<file path="config.mk">
export PLATFORM = sky130hd
export DESIGN_NAME = a2d_sequencer
export DESIGN_NICKNAME = d
export VERILOG_FILES = /design/src/rtl/a2d_sequencer.sv
export SDC_FILE = /design/constraint.sdc
export NUM_CORES = 1
export LEC_CHECK = 0
export ABC_CLOCK_PERIOD_IN_PS = 1700
export CAP_MARGIN = 5
export CORE_MARGIN = 3
export CORE_UTILIZATION = 43
export DETAILED_ROUTE_END_ITERATION = 8
export PLACE_DENSITY = 0.82
export SYNTH_ARGS = -nofsm -noshare
export SYNTH_HDL_FRONTEND = slang
export SYNTH_SLANG_ARGS = --single-unit
</file>
<file path="constraint.sdc">
create_clock -name clk -period 1.7 [get_ports clk]
set_input_delay 0.255 -clock clk [delete_from_list [all_inputs] [get_ports clk]]
set_output_delay 0.255 -clock clk [all_outputs]
set_load 0.005 [all_outputs]
</file>
<file path="src/rtl/a2d_sequencer.sv">
// Round-robin scheduler for the four SPI A2D channels (left/right load cell, steering pot, battery).
// Each round issues a command and a read transaction per channel, then flags a coherent sample set.
module a2d_sequencer #(
  parameter int unsigned TIMEOUT    = 1024,
  parameter int unsigned GAP_CYCLES = 2
) (
  input  logic        clk,
  input  logic        rst_n,
  input  logic        nxt,
  input  logic        done,
  input  logic [15:0] rd_data,
  output logic        wrt,
  output logic [15:0] cmd,
  output logic [11:0] lft_ld,
  output logic [11:0] rght_ld,
  output logic [11:0] steer_pot,
  output logic [11:0] batt,
  output logic        vld,
  output logic        busy,
  output logic        a2d_err
);

  localparam int unsigned TW = (TIMEOUT > 1) ? $clog2(TIMEOUT) : 1;
  localparam int unsigned GW = (GAP_CYCLES > 1) ? $clog2(GAP_CYCLES) : 1;
  localparam logic [TW-1:0] TmrMax = TW'(TIMEOUT - 1);
  localparam logic [GW-1:0] GapMax = GW'(GAP_CYCLES - 1);

  localparam logic [2:0] StIdle    = 3'd0;
  localparam logic [2:0] StCmd     = 3'd1;
  localparam logic [2:0] StWaitCmd = 3'd2;
  localparam logic [2:0] StGap     = 3'd3;
  localparam logic [2:0] StRead    = 3'd4;
  localparam logic [2:0] StWaitRd  = 3'd5;

  logic [2:0]    state_q, state_d;
  logic [1:0]    idx_q, idx_d;
  logic          pend_q, pend_d;
  logic [TW-1:0] tmr_q, tmr_d;
  logic [GW-1:0] gap_q, gap_d;
  logic [15:0]   cmd_q, cmd_d;
  logic          vld_q, vld_d;
  logic          err_q, err_d;
  logic [11:0]   lft_q, rght_q, steer_q, batt_q;
  logic          cap;

  // Sequence slot to A2D mux channel.
  function automatic logic [2:0] chnl_of(input logic [1:0] idx);
    unique case (idx)
      2'd0:    chnl_of = 3'd0;
      2'd1:    chnl_of = 3'd4;
      2'd2:    chnl_of = 3'd5;
      default: chnl_of = 3'd6;
    endcase
  endfunction

  always_comb begin
    state_d = state_q;
    idx_d   = idx_q;
    pend_d  = pend_q;
    tmr_d   = tmr_q;
    gap_d   = gap_q;
    cmd_d   = cmd_q;
    vld_d   = 1'b0;
    err_d   = 1'b0;
    cap     = 1'b0;

    if (nxt && (state_q != StIdle)) pend_d = 1'b1;

    case (state_q)
      StIdle: begin
        if (nxt || pend_q) begin
          pend_d  = 1'b0;
          idx_d   = 2'd0;
          cmd_d   = {2'b00, chnl_of(2'd0), 11'h000};
          state_d = StCmd;
        end
      end
      StCmd: begin
        tmr_d   = '0;
        state_d = StWaitCmd;
      end
      StWaitCmd: begin
        // done wins over a simultaneous timeout expiry
        if (done) begin
          gap_d   = '0;
          state_d = (GAP_CYCLES == 0) ? StRead : StGap;
        end else if (tmr_q == TmrMax) begin
          err_d   = 1'b1;
          pend_d  = 1'b0;
          state_d = StIdle;
        end else begin
          tmr_d = tmr_q + 1'b1;
        end
      end
      StGap: begin
        if (gap_q == GapMax) state_d = StRead;
        else                 gap_d   = gap_q + 1'b1;
      end
      StRead: begin
        tmr_d   = '0;
        state_d = StWaitRd;
      end
      StWaitRd: begin
        if (done) begin
          cap = 1'b1;
          if (idx_q == 2'd3) begin
            vld_d   = 1'b1;
            state_d = StIdle;
          end else begin
            idx_d   = idx_q + 2'd1;
            cmd_d   = {2'b00, chnl_of(idx_q + 2'd1), 11'h000};
            state_d = StCmd;
          end
        end else if (tmr_q == TmrMax) begin
          err_d   = 1'b1;
          pend_d  = 1'b0;
          state_d = StIdle;
        end else begin
          tmr_d = tmr_q + 1'b1;
        end
      end
      default: state_d = StIdle;
    endcase
  end

  always_ff @(posedge clk or negedge rst_n) begin
    if (!rst_n) begin
      state_q <= StIdle;
      idx_q   <= '0;
      pend_q  <= 1'b0;
      tmr_q   <= '0;
      gap_q   <= '0;
      cmd_q   <= '0;
      vld_q   <= 1'b0;
      err_q   <= 1'b0;
    end else begin
      state_q <= state_d;
      idx_q   <= idx_d;
      pend_q  <= pend_d;
      tmr_q   <= tmr_d;
      gap_q   <= gap_d;
      cmd_q   <= cmd_d;
      vld_q   <= vld_d;
      err_q   <= err_d;
    end
  end

  // Samples are only touched by their own capture, so an aborted round leaves older ones intact.
  always_ff @(posedge clk or negedge rst_n) begin
    if (!rst_n) begin
      lft_q   <= '0;
      rght_q  <= '0;
      steer_q <= '0;
      batt_q  <= '0;
    end else if (cap) begin
      unique case (idx_q)
        2'd0:    lft_q   <= rd_data[11:0];
        2'd1:    rght_q  <= rd_data[11:0];
        2'd2:    steer_q <= rd_data[11:0];
        default: batt_q  <= rd_data[11:0];
      endcase
    end
  end

  assign wrt       = (state_q == StCmd) || (state_q == StRead);
  assign busy      = (state_q != StIdle);
  assign cmd       = cmd_q;
  assign vld       = vld_q;
  assign a2d_err   = err_q;
  assign lft_ld    = lft_q;
  assign rght_ld   = rght_q;
  assign steer_pot = steer_q;
  assign batt      = batt_q;

endmodule

</file>
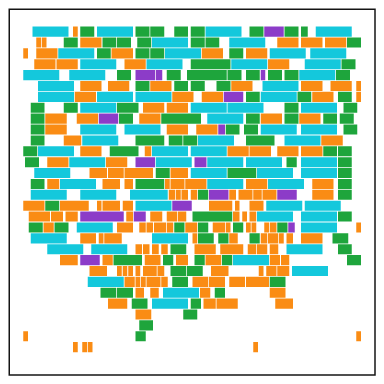
Run 1: placement by cell class
Scale: 4 px per um.
other buffers and delay cells: drawn in green, cells 104. flops: drawn in cyan, cells 70. clock drivers and dummy loads: drawn in purple, cells 16. combinational and other logic: drawn in orange, cells 162.
placeable core region: 6907 um^2
flop share of the area: 36.62%
count of standard-cell rows: 30
Layout Utilization: 69.31%

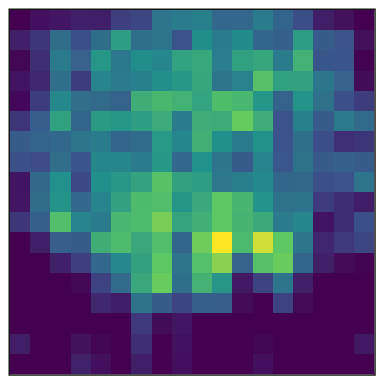
Run 1: routed metal per tile
Scale: 4 px per um. The die is cut into 18 by 18 equal tiles; dark purple is low, yellow is high, scaled to the fullest tile. Values are wire area over tile area, all layers added.
24% of the tiles are over half the peak. The fullest tile reaches 0.58. 20% of the tiles are nearly empty. The mean over all tiles is 0.18.

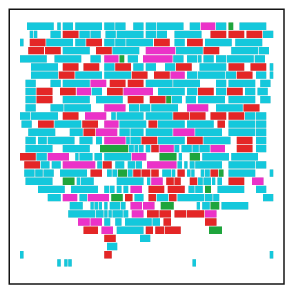
Run 1: cell sizes after repair
Scale: 3 px per um.
_6 and larger: drawn in magenta, cells 33. _2 cells: drawn in green, cells 14. _0 and _1 cells: drawn in cyan, cells 227. _3 and _4 cells: drawn in red, cells 78.
number of buffers outside the clock class in the layout: 104
summed area of non-filler cells in the final layout: 4787 um^2

==> ds_physical_params.txt, run 1 <==
Summary of implementation characteristics

Parameter                              Value

Setup path
  Top cell family by delay on the critical path    simple AND/OR/NAND/NOR gates
  Launch point of the critical path    state_q[0]$_DFFE_PN0P_
  Data arrival time of the critical path    about 2.2 ns
  CP Max Fanout    4
  Crit end category    register
  Crit-path max cell delay    between 0.4 and 0.5 ns
  Startpoint of the most critical register-to-register path    state_q[0]$_DFFE_PN0P_
  Sort of element at the start of the critical path    register

Global routing
  Top Usage Layer GRT    met2
  Total grt overflow    0
  Fraction of met2 tracks used by global routing    37.46%
  Routing usage on met1    26.85%
  Wire length of the first global-routing pass    14,140 um
  Via count of the first global-routing pass    between 2,000 and 3,000

Placement
  Port bufs    around 70
  Half-perimeter wire length after detailed placement    about 5000 um
  GPL Wtd Cong    0.8302

Cells and area
  # nets final    375
  Multi-input gate area    approximately 1600 um^2
  Antenna diode count    0
  MI comb cells    158
  Data-path buffer share of cell area in the final layout    23.99%
  Non-clk invs    4
  Sequential cell count of the final layout    70
  Top cells excl fill/tap    sky130_fd_sc_hd__dfrtp_1 (69), sky130_fd_sc_hd__clkdlybuf4s50_1 (67), sky130_fd_sc_hd__mux2_4 (48)
  Most common cell after layout, fill and taps aside    sky130_fd_sc_hd__dfrtp_1
  Fraction of final layout cells with drive strength greater than 1    a little over a third

Drt
  DRC    0
  Highest layer used for signal routing    met4
  Length of routed met2 wiring    just under 5000 um
  Routed length on met3    398 um
  Total wire length after detailed routing    slightly above 9000 um
  Iteration-0 DRC Markers    132

Floorplanning
  # IOs    a little under 90
  Starting utilization of the core area    45.07%
  Well-Tap Cells    around 96
  Die W    between 90 and 100 um

Clock tree
  Htree depth    3
  TritonCTS clock tree    yes
  Cts repair resizes    73
  Root Buffer    sky130_fd_sc_hd__clkbuf_8
  Clock transition at path regs    around 0.08 ns
  Post-CTS setup buffer count    9
  Num CTS Buffers    9
  Clock insertion delay at the later pin of the skew report    0.35 ns
  Sink Count    70
  Number of buffers inserted for hold repair after clock tree synthesis    1

Timing
  Final Hold Violating Endpoints    0
  Final setup viols    53
  Worst-case setup margin in the final layout    -0.2673 ns
  Maximum clock frequency    508.3 MHz
  Fin Hold WS    between 0.4 and 0.5 ns

Hold path
  Type of the most critical hold path    input port to async pin

Logic synthesis
  Mean instance size in the synthesized netlist    12.81 um^2
  Leading post-synthesis cells by instance count    sky130_fd_sc_hd__dfrtp_1 (70), sky130_fd_sc_hd__mux2_2 (49), sky130_fd_sc_hd__nand2_1 (18)
  Leading cell type by number of instances after synthesis    sky130_fd_sc_hd__dfrtp_1
  Yosys top cell by area    sky130_fd_sc_hd__dfrtp_1
  Synth area leaders    sky130_fd_sc_hd__dfrtp_1 (56%), sky130_fd_sc_hd__mux2_2 (18%), sky130_fd_sc_hd__ha_1 (3.2%)
  Async S/R FF share, synth    100.0%
  Total number of yosys warnings    0
  Number of cells in Yosys stat    243
  Post-synthesis cell count    243
  Share of synthesized area occupied by flip-flops and latches    between 50% and 60%
  Count of flip-flops with a built-in enable after synthesis    0

Pwr
  Switching part of the total power    30.50%
  Total leakage power    2.340 nW
  Switching power summed over all nets    0.001879 W
  Final total power    roughly 0.0062 W
  Fraction of power consumed by the clock network    21.3%

Flow run
  Maximum capacitance violations    0

Run status
  Failing checks    setup timing
  Outcome    finished with violations
[run 1: stage by stage]
step,cell area [um^2],TNS (ns),setup slack (ns)
2_1_floorplan,3158,-0.1913,-0.07067
3_3_place_gp,4049,-0.9193,-0.04893
3_5_place_dp,4049,-0.9949,-0.1027
4_1_cts,4663,-1.941,-0.1598
5_1_grt,4787,-5.395,-0.3047
6_report,4787,-3.591,-0.2673
[run 1: cell families (layout without fill, tap and decap cells)]
group | after synthesis | count (layout) | synth area share (%)
buffers and inverters | 27 | 124 | 5.305
AND/OR/NAND/NOR | 52 | 52 | 8.882
multiplexers | 52 | 52 | 18.69
adder cells (fa/ha/maj) | 8 | 8 | 3.216
flip-flops | 70 | 70 | 56.27
AND-OR/OR-AND | 33 | 33 | 7.516
other | 1 | 13 | 0.1205
[run 1: path summary, 6_finish.rpt]
kind                       cells after the start                       end
max reg2reg                                    6      tmr_q[7]$_DFFE_PN0P_
max                                            6      tmr_q[7]$_DFFE_PN0P_
min                                            2     lft_ld[2]$_DFFE_PN0P_
min reg2reg                                    1       cmd[13]$_DFFE_PN0P_
max in group asynchronous                      3  steer_pot[0]$_DFFE_PN0P_
min in group clk                               1       cmd[13]$_DFFE_PN0P_
[run 1: registers in the layout, summed over array words and instances, names as in the netlist]
register / count
tmr_q: 10
pend_q: 1
a2d_err: 1
state_q: 3
idx_q: 2
batt: 12
vld: 1
cmd: 3
lft_ld: 12
steer_pot: 12
gap_q: 1
rght_ld: 12
[run 1: power by group through the flow]
stage          sequential, W  clock, W  combinational [W]
4_1_cts              0.00228   0.00131            0.00230
5_1_grt              0.00236   0.00141            0.00269
3_3_place_gp         0.00228         0            0.00184
3_5_place_dp         0.00230         0            0.00188
6_report             0.00232   0.00131            0.00253
2_1_floorplan        0.00228         0           0.000854
==> run 2, diff against run 1 <==
Settings changed: CAP_MARGIN 5 to 10.
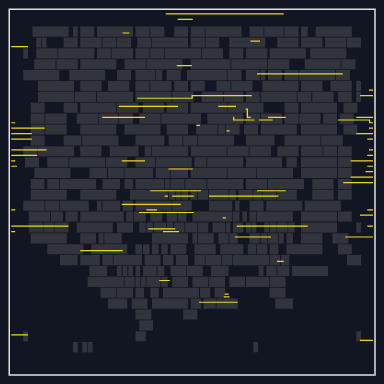
Run 2: the metal 3 layer
Scale: 4 px per um.
56 nets have wire on it. The layer holds 4.3% of the routed length. The longest straight run is 29.2 um. The layer carries 399 um of wire. The wires run mostly horizontal.
via count: 2,412
total wire length after detailed routing: 9324 um

==> run 2 against run 1 <==
Against the previous run: the flow still finishes with violations (setup timing); worst setup slack is the same; final area is the same; sequential cell count is the same; highest routed layer unchanged.
==> ds_physical_params.txt, run 2 <==
Summary of implementation characteristics

Parameter                              Value

Hold path
  Type of the most critical hold path    input port to async pin

Clock tree
  Clock insertion delay at the later pin of the skew report    approximately 0.35 ns
  TritonCTS clock tree    yes
  Num CTS Buffers    9
  Clock transition at path regs    around 0.08 ns

Logic synthesis
  Leading post-synthesis cells by instance count    sky130_fd_sc_hd__dfrtp_1 (70), sky130_fd_sc_hd__mux2_2 (49), sky130_fd_sc_hd__nand2_1 (18)
  Post-synthesis compound-gate area fraction    under 10%
  Leading cell type by number of instances after synthesis    sky130_fd_sc_hd__dfrtp_1
  Post-synthesis cell count    243
  Async S/R FF share, synth    100.0%
  Xor/xnor cell area share of the yosys netlist    0%
  Count of flip-flops with a built-in enable after synthesis    0
  Top comb family, area    multiplexers
  Fa+ha+maj area frac    3.215%
  Portion of netlist area occupied by mux cells    a little under a fifth
  Yosys top cell by area    sky130_fd_sc_hd__dfrtp_1

Setup path
  Crit end category    register
  Critical path endpoint    tmr_q[7]$_DFFE_PN0P_
  CP Max Fanout    4
  Launch point of the critical path    state_q[0]$_DFFE_PN0P_

Timing
  Worst-case setup margin in the final layout    -0.2673 ns
  Final setup viols    roughly 53
  Fin Hold WS    roughly 0.47 ns

Placement
  Half-perimeter wire length after detailed placement    4957 um

Floorplanning
  Die W    91.09 um
  Starting utilization of the core area    45.07%
  # IOs    88

Pwr
  Final total power    0.006162 W
  Switching power summed over all nets    between 0.0015 and 0.002 W
  Total leakage power    2.340 nW

Run status
  Outcome    finished with violations
  Failing checks    setup timing

Cells and area
  Fraction of final layout cells with drive strength greater than 1    35.51%
  Antenna diode count    0
  Top cells excl fill/tap    sky130_fd_sc_hd__dfrtp_1 (69), sky130_fd_sc_hd__clkdlybuf4s50_1 (67), sky130_fd_sc_hd__mux2_4 (48)

Global routing
  Via count of the first global-routing pass    2,544

Drt
  DRC    0
run 2: cell counts in the layout (fill, tap and decap cells not counted):
Identical to the previous run, type by type.
run 2: area by class of cell:
class,instances,area share [%]
repair buffers,104,23.99
flip-flops and latches,70,36.62
multi-input cells,158,32.54
inverters,4,0.3659
clock inverters,6,1.307
well taps,96,2.509
clock buffers,10,2.666
run 2: power by group through the flow:
stage	Combinational [W]	Clock, W	Sequential, W
finish	0.00253	0.00131	0.00232
global route	0.00269	0.00141	0.00236
CTS	0.00230	0.00131	0.00228
detailed placement	0.00188	0	0.00230
global placement	0.00184	0	0.00228
floorplan	0.000854	0	0.00228
run 2: repair_timing:
action / CTS / global route
buffers inserted: 9 / 3
hold endpoints to repair: 21 / 0
hold buffers: 1 / 0
pin swaps: 7 / 8
resized: 73 / 39
cloned: 4 / 0
endpoints found under the setup margin: 50 / 68
run 2: worst max-delay path, cell delays in order, from the launching register on:
cell and delay, ns:
sky130_fd_sc_hd__dfrtp_1 0.40, sky130_fd_sc_hd__buf_6 0.13, sky130_fd_sc_hd__or3b_4 0.40, sky130_fd_sc_hd__a2111o_1 0.45, sky130_fd_sc_hd__buf_4 0.18, sky130_fd_sc_hd__nor3_4 0.13, sky130_fd_sc_hd__mux2i_1 0.20
run 2: per-layer routing:
metal / wire, um / GRT usage (%)
met4: 249 / 8.794
met5: 0 / 0
met2: 4943 / 37.46
met1: 3732 / 26.85
met3: 398 / 5.634
run 2: through the flow:
stage                     instances  worst slack, ns
final                           448          -0.2673
after global routing            448          -0.3047
after CTS                       448          -0.1598
after detailed placement        418          -0.1027
after global placement          418         -0.04893
after floorplan                 255         -0.07067
No activity file was given, so power comes from the tool's default toggle rates.
